$ cat config.mk
export PLATFORM = sky130hd
export DESIGN_NAME = led_pwm_avalon
export DESIGN_NICKNAME = d
export VERILOG_FILES = /design/src/rtl/led_pwm_avalon.sv
export SDC_FILE = /design/constraint.sdc
export NUM_CORES = 1
export LEC_CHECK = 0
export CORE_ASPECT_RATIO = 0.6
export CORE_UTILIZATION = 30
export CTS_CLUSTER_SIZE = 40
export DETAILED_ROUTE_END_ITERATION = 10
export GPL_TIMING_DRIVEN = 0
export HOLD_SLACK_MARGIN = 0.03
export PLACE_DENSITY = 0.44
export SYNTH_ARGS = -nofsm -noshare
export SYNTH_HDL_FRONTEND = slang
export SYNTH_SLANG_ARGS = --single-unit
$ cat constraint.sdc
create_clock -name clk -period 2.45 [get_ports clk]
set_input_delay 0.245 -clock clk [delete_from_list [all_inputs] [get_ports clk]]
set_output_delay 0.245 -clock clk [all_outputs]
set_load 0.02 [all_outputs]
$ cat src/rtl/led_pwm_avalon.sv
// Avalon-MM LED controller: per-LED 8-bit PWM with frame-synchronous duty
// updates, optional global blink and per-LED direct override.
module led_pwm_avalon #(
  parameter int          PRESCALE = 195,
  parameter int          BLINK_W  = 24,
  parameter logic [31:0] ID_VALUE = 32'h4C45_4401
) (
  input  logic        clk,
  input  logic        reset,
  input  logic [2:0]  avs_address,
  input  logic        avs_read,
  input  logic        avs_write,
  input  logic [31:0] avs_writedata,
  input  logic [3:0]  avs_byteenable,
  output logic [31:0] avs_readdata,
  output logic        avs_readdatavalid,
  output logic [3:0]  led_out
);

  localparam int PRE_W = (PRESCALE > 1) ? $clog2(PRESCALE) : 1;
  localparam logic [PRE_W-1:0] PRE_MAX = PRE_W'(PRESCALE - 1);

  logic [PRE_W-1:0]   pre;
  logic [7:0]         pwm_cnt;
  logic               tick;
  logic               frame_end;

  logic               enable;
  logic               blink_en;
  logic [3:0]         direct_mask;
  logic [3:0]         direct_val;
  logic [31:0]        duty_shadow;
  logic [31:0]        duty_shadow_nxt;
  logic [31:0]        duty_act;
  logic [BLINK_W-1:0] blink_reload;
  logic [BLINK_W-1:0] bcnt;
  logic               blink_phase;
  logic               pending;

  logic [31:0]        be_mask;
  logic [BLINK_W-1:0] blink_mask;
  logic               wr_ctrl;
  logic               wr_duty;
  logic               wr_blink;
  logic               duty_load;
  logic [3:0]         pwm_on;
  logic [3:0]         led_nxt;
  logic [31:0]        rd_mux;

  always_comb begin
    be_mask    = {{8{avs_byteenable[3]}}, {8{avs_byteenable[2]}},
                  {8{avs_byteenable[1]}}, {8{avs_byteenable[0]}}};
    blink_mask = be_mask[BLINK_W-1:0];
    wr_ctrl    = avs_write && (avs_address == 3'd0);
    wr_duty    = avs_write && (avs_address == 3'd1);
    wr_blink   = avs_write && (avs_address == 3'd2);
    tick       = (pre == PRE_MAX);
    frame_end  = tick && (pwm_cnt == 8'hFF);
    // Shadow is merged first so a write landing on frame_end is loaded at once
    duty_shadow_nxt = wr_duty ? ((duty_shadow & ~be_mask) | (avs_writedata & be_mask))
                              : duty_shadow;
    duty_load  = frame_end || !enable;
  end

  always_comb begin
    pwm_on  = '0;
    led_nxt = '0;
    for (int i = 0; i < 4; i++) begin
      pwm_on[i]  = pwm_cnt < duty_act[8*i +: 8];
      led_nxt[i] = direct_mask[i] ? direct_val[i] : (enable & blink_phase & pwm_on[i]);
    end
  end

  always_comb begin
    rd_mux = '0;
    case (avs_address)
      3'd0:    rd_mux = {20'd0, direct_val, direct_mask, 2'b00, blink_en, enable};
      3'd1:    rd_mux = duty_shadow;
      3'd2:    rd_mux = 32'(blink_reload);
      3'd3:    rd_mux = {15'd0, pending, pwm_cnt, 7'd0, blink_phase};
      3'd4:    rd_mux = ID_VALUE;
      default: rd_mux = '0;
    endcase
  end

  always_ff @(posedge clk) begin
    if (reset) begin
      pre               <= '0;
      pwm_cnt           <= '0;
      enable            <= 1'b0;
      blink_en          <= 1'b0;
      direct_mask       <= '0;
      direct_val        <= '0;
      duty_shadow       <= '0;
      duty_act          <= '0;
      blink_reload      <= '0;
      bcnt              <= '0;
      blink_phase       <= 1'b1;
      pending           <= 1'b0;
      led_out           <= '0;
      avs_readdata      <= '0;
      avs_readdatavalid <= 1'b0;
    end else begin
      pre <= tick ? '0 : pre + 1'b1;
      if (tick)
        pwm_cnt <= pwm_cnt + 8'd1;

      if (wr_ctrl && avs_byteenable[0]) begin
        enable      <= avs_writedata[0];
        blink_en    <= avs_writedata[1];
        direct_mask <= avs_writedata[7:4];
      end
      if (wr_ctrl && avs_byteenable[1])
        direct_val <= avs_writedata[11:8];
      if (wr_blink)
        blink_reload <= (blink_reload & ~blink_mask) | (avs_writedata[BLINK_W-1:0] & blink_mask);

      duty_shadow <= duty_shadow_nxt;
      if (duty_load) begin
        duty_act <= duty_shadow_nxt;
        pending  <= 1'b0;
      end else if (wr_duty) begin
        pending  <= 1'b1;
      end

      if (!blink_en) begin
        blink_phase <= 1'b1;
        bcnt        <= '0;
      end else if (frame_end) begin
        if (bcnt == blink_reload) begin
          blink_phase <= ~blink_phase;
          bcnt        <= '0;
        end else begin
          bcnt <= bcnt + 1'b1;
        end
      end

      led_out           <= led_nxt;
      avs_readdatavalid <= avs_read;
      if (avs_read)
        avs_readdata <= rd_mux;
    end
  end

endmodule

==> run summary, run 1 <==
From the run reports.

- The run finished with clean final reports.
- The simple-gate area share of the yosys netlist is 0.198.
- The cell count after placement reads between 1,000 and 1,500.
- The worst register-to-register path depth is 6.
- The worst slack at placement reads -0.879 ns.
- The layout report lists the clock-cell share of area as 0.0569.
- The most critical hold endpoint after final layout shows a slack of ~0.45 ns.
- The dominant power group reads sequential cells.
- The clock arrives with around 0.0096 ns of skew.
- The share of the Yosys chip area taken by registers is 0.429.
- The vertical die dimension reported for this design is between 100 and 150 um.
- The report lists the cells along the critical path as nand3_1 -> nor4_4 -> nand3_2 -> o21ai_4 -> clkbuf_4 -> nor2_1.
- The residual DRC count reads 0.
- The max-slew violation count is 0.
- Setup repair after global routing left no endpoint under its margin.
- The setup slack of the most critical reg-to-reg path is slightly above 0.09 ns.
- The portion of the layout cell area used by non-clock buffers reads 0.101.
- The portion of netlist area occupied by mux cells is 0.108.
- The worst hold path startpoint reads avs_writedata[19].
- The power report attributes to the combinational group a share of 0.067.
- The class of the most critical setup path is flop to flop.
- Leaving out the clock tree, the finished layout contains a buffer count of roughly 130.
- Combinational cells consume a total of slightly above 400 uW.
- The final layout contains a sequential cell count of 177.
- The nature of the critical path startpoint reads a flop.
- The number of warning messages in the yosys log reads 0.
- The logic share of the area reads 0.434.
- The die area is roughly 28,000 um^2.
- The largest non-sequential cell family by area reads simple AND/OR/NAND/NOR gates.
- The total setup violations reported at the end of the flow reads 0.
- The total number of warnings across the stage logs reads 27.
- The number of global-route vias before repair is 6,239.
- Overall power consumption after layout is estimated at about 6.1 mW.
- After legalization and detailed placement, the total HPWL measured just over 20,000 um.
- The post-CTS setup buffer count reads 1.
- The origin of the worst setup path reads pwm_cnt[7].
- dfxtp_1 takes more of the synthesized area than any other cell.
- Per STA, the highest per-stage delay on the worst path measures about 0.7 ns.
- The number of clock-tree buffers in the layout reads 17.
- The share of post-route cells with drive strength above 1 reads 0.0999.
- The top-level port count is 80.
- The largest cell class by area is multi-input combinational cells.
- The detailed-route vias per instance reads 4.85.
- The total negative setup slack reads 0 ns.
- The total inserted antenna cells is 0.
- For this block, wires on met1 add up to between 15,000 and 20,000 um.
- The leakage power summed over all cells is around 4.0 nW.
- After detailed routing, the average wire length per cell comes to 20.2 um.
- The share of synthesized area in the top cell type comes to 0.429.
- The detailed route wirelength on metal3 reads approximately 1600 um.
- The pin count of the biggest net entering global routing is 18.
- The sequential logic power reads between 2 and 3 mW.
- The initial antenna violation count is 2.
- The signal arrival time at the worst endpoint reads between 2 and 3 ns.
- The remaining antenna violation count after routing is 0.
- Note that the worst hold path type here is input pin to flop.
- The number of cells on the worst hold path reads 3.
- The library cells used most frequently in the layout, excluding fill and tap cells, are nor2_1, dfxtp_1, clkdlybuf4s50_1.
- The type of element capturing the critical path is a flop.
- The global route stage reports its total congestion overflow as 0.
- The most instantiated flip-flop cell in the synthesis netlist reads dfxtp_1.
- Endpoints failing hold in the final report were tallied at 0.
- The end of the critical path is bcnt[5].
- The time the final worst path needs with I/O delays and setup is around 2.4 ns.
- The clock tree from TritonCTS reads built.
- The highest routed metal layer is met4.
- The reg-to-reg critical path startpoint is pwm_cnt[7].
- The critical path crosses 6 cells after its start point.
- The cell count after synthesis came out at roughly 900.
- The most instantiated logic cell after routing reads nor2_1.
- In this run, CTS created clock tree buffers numbering 17.
- The maximum resistive drop on vdd is roughly 0.00042 V.
- The max-capacitance violation count is 0.
- The number of combinational gates with multiple inputs reads between 600 and 700.
- The standard cell core area reads around 27,000 um^2.
- The synthesis-stage register bit count is 177.
- The final instance count without filler cells is 1,371.
- The detailed router reports a met2 wire length of 10,300 um.
- The number of ordinary inverters in the final layout is 37.
- The count of inserted tapcells reads 360.
- At the end of the flow, the number of nets in the layout was 1,073.
- The count of clock tree sinks is approximately 180.
- The overall fraction of global-route tracks in use is 0.205.
- The final clock period utilization by the worst path is 0.962.
- The pin slew with the least headroom to its limit is around 1 ns.
- The fraction of power spent switching nets is 0.261.
- The first-pass iteration count of the detailed router reads 4.
- Of the total power, the clock network draws 0.450.
- Max fanout on the critical path was recorded as 10.
- The number of buffers on the longest clock path reads 2.
- The count of hold buffers inserted by post-cts repair reads 0.
- The wire length of the first global-routing pass reads 41,400 um.
- Yosys reports that the most numerous cell types are dfxtp_1, nor2_1, mux2i_1.
- The layout report lists the combined flip-flop and latch area as 3550 um^2.
- The most used routing layer in global routing reads met1.
- Per the layout area report, the combinational gate area comes to approximately 4400 um^2.
- The average instance in the mapped netlist occupies between 9 and 10 um^2.
- According to the Yosys statistics, the synthesized design has a chip area of ~8300 um^2.
- The cell at the root of the clock tree is clkbuf_16.
- On the reported timing paths, the clock transition at the registers reads approximately 0.07 ns.
- The placement row count reads around 46.
- Once placement finished, the instance area stood at between 9000 and 10,000 um^2.
- The clock H-tree reported by CTS has 4 levels.
- For this run, asynchronously set or reset flops after synthesis account for 0.
- The power density of the placed cells reads ~600 nW/um^2.
- The count of port buffers added during placement is approximately 77.
- The end of the worst register-to-register path is bcnt[5].
- Per the synthesis report, the adder-cell share of the synthesized area is 0.0485.
- Per STA, the worst path accumulates the most delay in the family simple AND/OR/NAND/NOR gates.
- The initial utilization of the core area, before any placement, comes to 0.309.
- The layout overhead on the synthesized area reads 22.9%.
- The internal power of the cells reads ~4.5 mW.
- The sequential share of power reads 0.482.
- The cell type of the slowest stage on the worst timing path is dfxtp_1.
- The final critical-path setup slack reads around 0.092 ns.
- The area fraction in compound gates reads 0.110.
- The DRC marker count from the first detailed-route iteration reads roughly 440.
- The OpenROAD report gives the critical path a required time of about 2.8 ns.
- The count of buffering cells on the critical path with inverters included reads 1.
- The main area contributors are dfxtp_1, mux2i_1, nor2_1, ha_1, xor2_1.
- The maximum achievable frequency is 0.424 GHz.
- The worst slew margin relative to its limit reads 0.337.
- The last weighted congestion value of the routability-driven placer is just over 0.8.
- The post-synthesis share of cell area spent on xor and xnor gates reads 0.0626.
- The cell area after layout reads slightly above 10,000 um^2.
- The number of enable-type register cells in the synthesized netlist reads 0.
- The power dissipated in the clock network reads around 2.8 mW.
- The synthesized netlist net count is about 980.
- Yosys mapped the design onto 49 distinct sky130hd cell types.
- The flop share of the area reads 0.351.
- The clock insertion delay at the later pin of the skew report reads ~0.45 ns.
- The number of gates resized after CTS is 18.
- The post-synthesis instance area reads slightly above 8000 um^2.
- Fill cells in the final layout number 2,735.
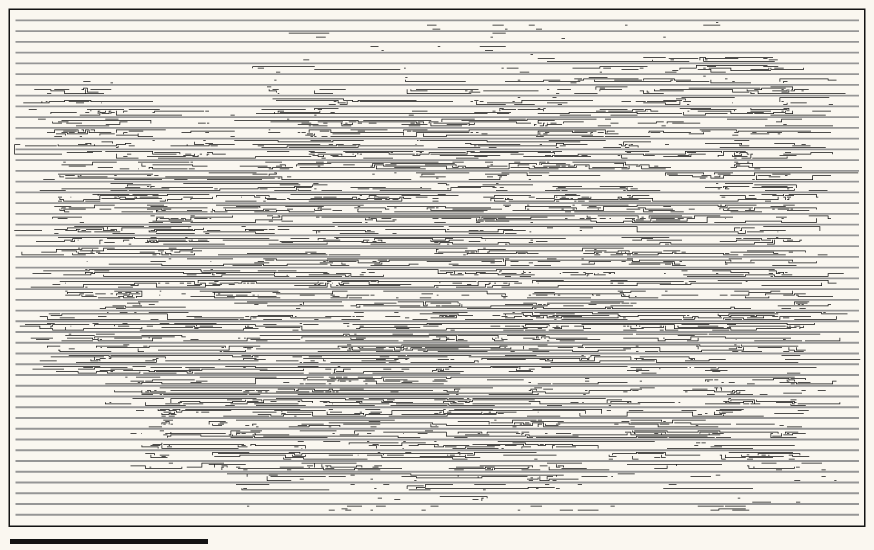
**Above:** run 1 (metal 1).
The bar under the picture is 50 um long. Supply wires on this layer in grey.
The wires run mostly horizontal. The layer carries 15,600 um of wire. 995 nets have wire on it. The layer holds 56% of the routed length. The longest straight run is 98.9 um.
Detailed Route WL: 27,700 um
met1 usage: 0.323
via count: 6,649

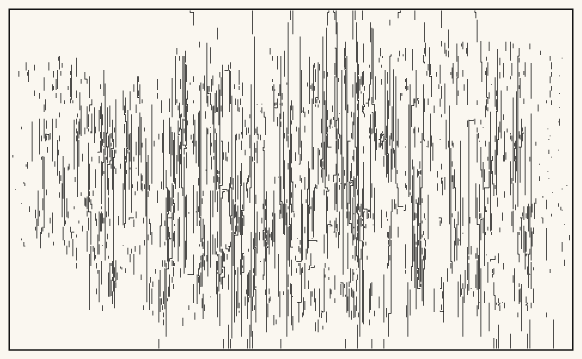
**Above:** run 1 (M2 wires).
The layer holds 37% of the routed length. The longest straight run is 58.8 um. The layer carries 10,300 um of wire. 827 nets have wire on it. The wires run mostly vertical.
met2 Resource Use GR: 0.269

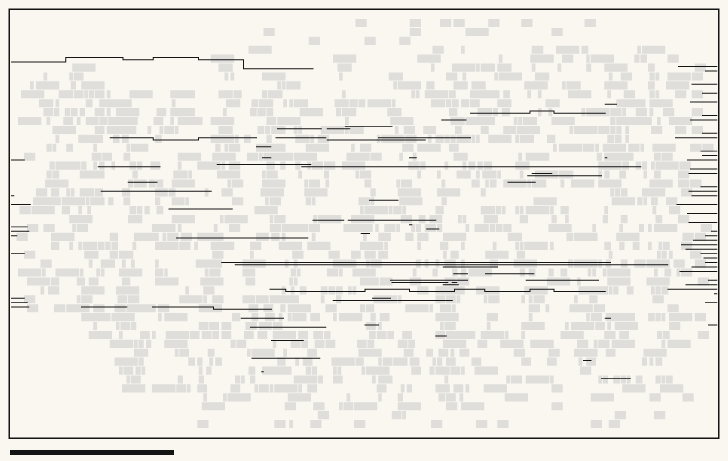
**Above:** run 1 (metal 3).
The bar under the picture is 50 um long. Cells faint in the background.
The layer carries 1,580 um of wire. The longest straight run is 132 um.
met3 Use GR: 0.0509

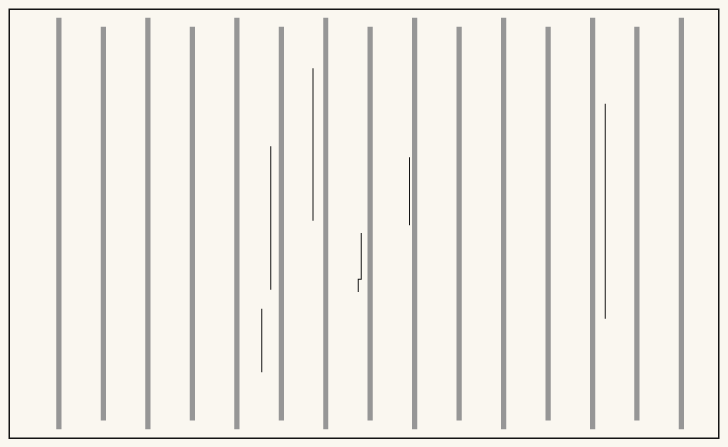
**Above:** run 1 (met4 routing).
Supply wires on this layer in grey.
The layer carries 213 um of wire. The wires run mostly vertical. 3 nets have wire on it. The layer holds 0.77% of the routed length. The longest straight run is 65.3 um.

**Run 1: clock routing**

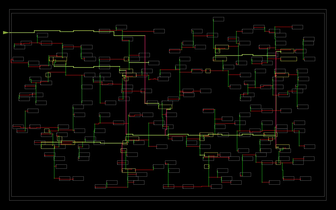

## Run 2: what changed since run 1
--- a/config.mk
+++ b/config.mk
@@ -5,8 +5,9 @@
 export SDC_FILE = /design/constraint.sdc
 export NUM_CORES = 1
 export LEC_CHECK = 0
-export CORE_ASPECT_RATIO = 0.6
+export CORE_ASPECT_RATIO = 1.5
 export CORE_UTILIZATION = 30
+export CTS_BUF_LIST = sky130_fd_sc_hd__clkbuf_4 sky130_fd_sc_hd__clkbuf_8 sky130_fd_sc_hd__clkbuf_16
 export CTS_CLUSTER_SIZE = 40
 export DETAILED_ROUTE_END_ITERATION = 10
 export GPL_TIMING_DRIVEN = 0
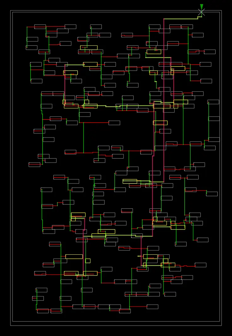
**Above:** run 2 (clock routing).
Clock Sinks: 177
total CTS buffers: 17
Late-Pin Clk Latency: 0.44 ns
count of clock-net buffers in the final layout: 19

==> run 2 against run 1 <==
The flow now finishes with violations (design-rule violations). Final area rose by 0.15%. Core utilization is 0.54 points lower. Power rose by 3.6%. Fmax about the same. Global-route usage shrank 0.30 points. Count of clock-buffer cells in the layout rose by 2. Clock power grew 8.0%. Combinational power hardly changed. Synthesized cell count unchanged. First-iteration DRC count down 26%. Via count fell by 0.90%. Non-clock buffer count is 1 higher.
==> run summary, run 2 <==
From the run reports.

- The sequential share of power reads 0.465 (was 0.482).
- The clock network fraction of design power reads 0.470 (was 0.450).
- Most area-consuming cells after synthesis: dfxtp_1, mux2i_1, nor2_1, ha_1, xor2_1 (unchanged).
- The type of element capturing the critical path is a flop (unchanged).
- The synthesized netlist net count is 976 (unchanged).
- The post-detailed-placement cell area reads 9450 um^2 (was 9470 um^2).
- The routed metal-1 wire length reads 11,000 um (was 15,600 um).
- The detailed route wirelength on metal3 is 830 um (was 1580 um).
- The placement row count is 74 (was 46).
- The level count of the clock H-tree reads 4 (unchanged).
- The total negative setup slack is 0 ns (unchanged).
- The count of buffering cells on the critical path with inverters included is 4 (was 1).
- The count of hold buffers inserted by post-cts repair is 0 (unchanged).
- The number of combinational gates with multiple inputs reads 638 (unchanged).
- The highest routed metal layer is met4 (unchanged).
- The total power of the final layout is 6.32 mW (was 6.10 mW).
- The most instantiated logic cell after routing is nor2_1 (unchanged).
- The clock skew was 0.0119 ns (was 0.00958 ns).
- The cell count after placement is 1,320 (was 1,338).
- The worst slew margin relative to its limit reads 0.369 (was 0.337).
- The clock-cell share of area was 0.0620 (was 0.0569).
- The pin slew with the least headroom to its limit reads 0.943 ns (was 0.990 ns).
- The layout overhead on the synthesized area is 23.1% (was 22.9%).
- The count of plain and timing-repair buffers in the layout is 128 (was 127).
- The synthesized instance count reads 901 (unchanged).
- The max-slew violation count reads 0 (unchanged).
- The most used routing layer in global routing is met2 (was met1).
- The post-synthesis share of cell area spent on xor and xnor gates reads 0.0626 (unchanged).
- The number of warning messages in the yosys log reads 0 (unchanged).
- The fraction of power spent switching nets came to 0.237 (was 0.261).
- The count of port buffers added during placement came to 77 (unchanged).
- The total setup violations reported at the end of the flow reads 0 (unchanged).
- The portion of netlist area occupied by mux cells reads 0.108 (unchanged).
- The die area reads 28,200 um^2 (about the same).
- The number of global-route vias before repair reads 6,572 (was 6,239).
- The dominant power group was the clock network (was sequential cells).
- The post-synthesis instance area came to 8250 um^2 (unchanged).
- The required time at the worst-slack endpoint was 2.75 ns (was 2.79 ns).
- Run status: finished, violations left (was complete, no violations).
- The nature of the critical path startpoint reads a flop (unchanged).
- The leftover overflow at the end of global routing is 0 (unchanged).
- The overall fraction of global-route tracks in use is 0.202 (was 0.205).
- The first-pass iteration count of the detailed router is 8 (was 4).
- The number of cells on the worst hold path is 3 (unchanged).
- The cell type contributing the most total cell area after synthesis reads dfxtp_1 (unchanged).
- The leakage power summed over all cells is 4.02 nW (was 4.00 nW).
- The delay of the slowest cell on the worst path reads 0.55 ns (was 0.70 ns).
- The combinational gate area is 4380 um^2 (was 4400 um^2).
- The kind of cell with the highest combined delay on the critical path is buffers and inverters (was simple AND/OR/NAND/NOR gates).
- The routed length per placed instance is 20.0 um (was 20.2 um).
- The residual DRC count is 1 (was 0).
- The number of nets in the finished design is 1,074 (was 1,073).
- The top-level port count is 80 (unchanged).
- The setup slack of the most critical reg-to-reg path is 0.09 ns (about the same).
- The met2 demand-to-capacity share in global routing is 0.354 (was 0.269).
- The total number of warnings across the stage logs is 28 (was 27).
- The synthesis-stage register bit count reads 177 (unchanged).
- The end of the worst register-to-register path is duty_act[12] (was bcnt[5]).
- The total inserted antenna cells is 0 (unchanged).
- The power density of the placed cells came to 622 nW/um^2 (was 601 nW/um^2).
- The cell type of the slowest stage on the worst timing path is dfxtp_1 (unchanged).
- The wire length of the first global-routing pass is 40,200 um (was 41,400 um).
- The top fanout value on the critical path is 10 (unchanged).
- The number of gates resized after CTS reads 11 (was 18).
- The number of ordinary inverters in the final layout reads 37 (unchanged).
- The detailed-route vias per instance was 4.87 (was 4.85).
- The final reports fail on design-rule violations.
- The worst hold path startpoint is avs_writedata[23] (was avs_writedata[19]).
- The via count is 6,589 (was 6,649).
- The share of post-route cells with drive strength above 1 reads 0.0949 (was 0.0999).
- The met2 wire length reads 13,900 um (was 10,300 um).
- Setup repair after global routing missed its margin: false (unchanged).
- The met1 track demand over resource came to 0.224 (was 0.323).
- The initial antenna violation count is 0 (was 2).
- The share of async-settable or async-resettable flops after synthesis was 0 (unchanged).
- The simple-gate area share of the yosys netlist reads 0.198 (unchanged).
- The count of different cell masters after synthesis was 49 (unchanged).
- The sequential logic power is 2.94 mW (about the same).
No activity file was given, so power comes from the tool's default toggle rates.
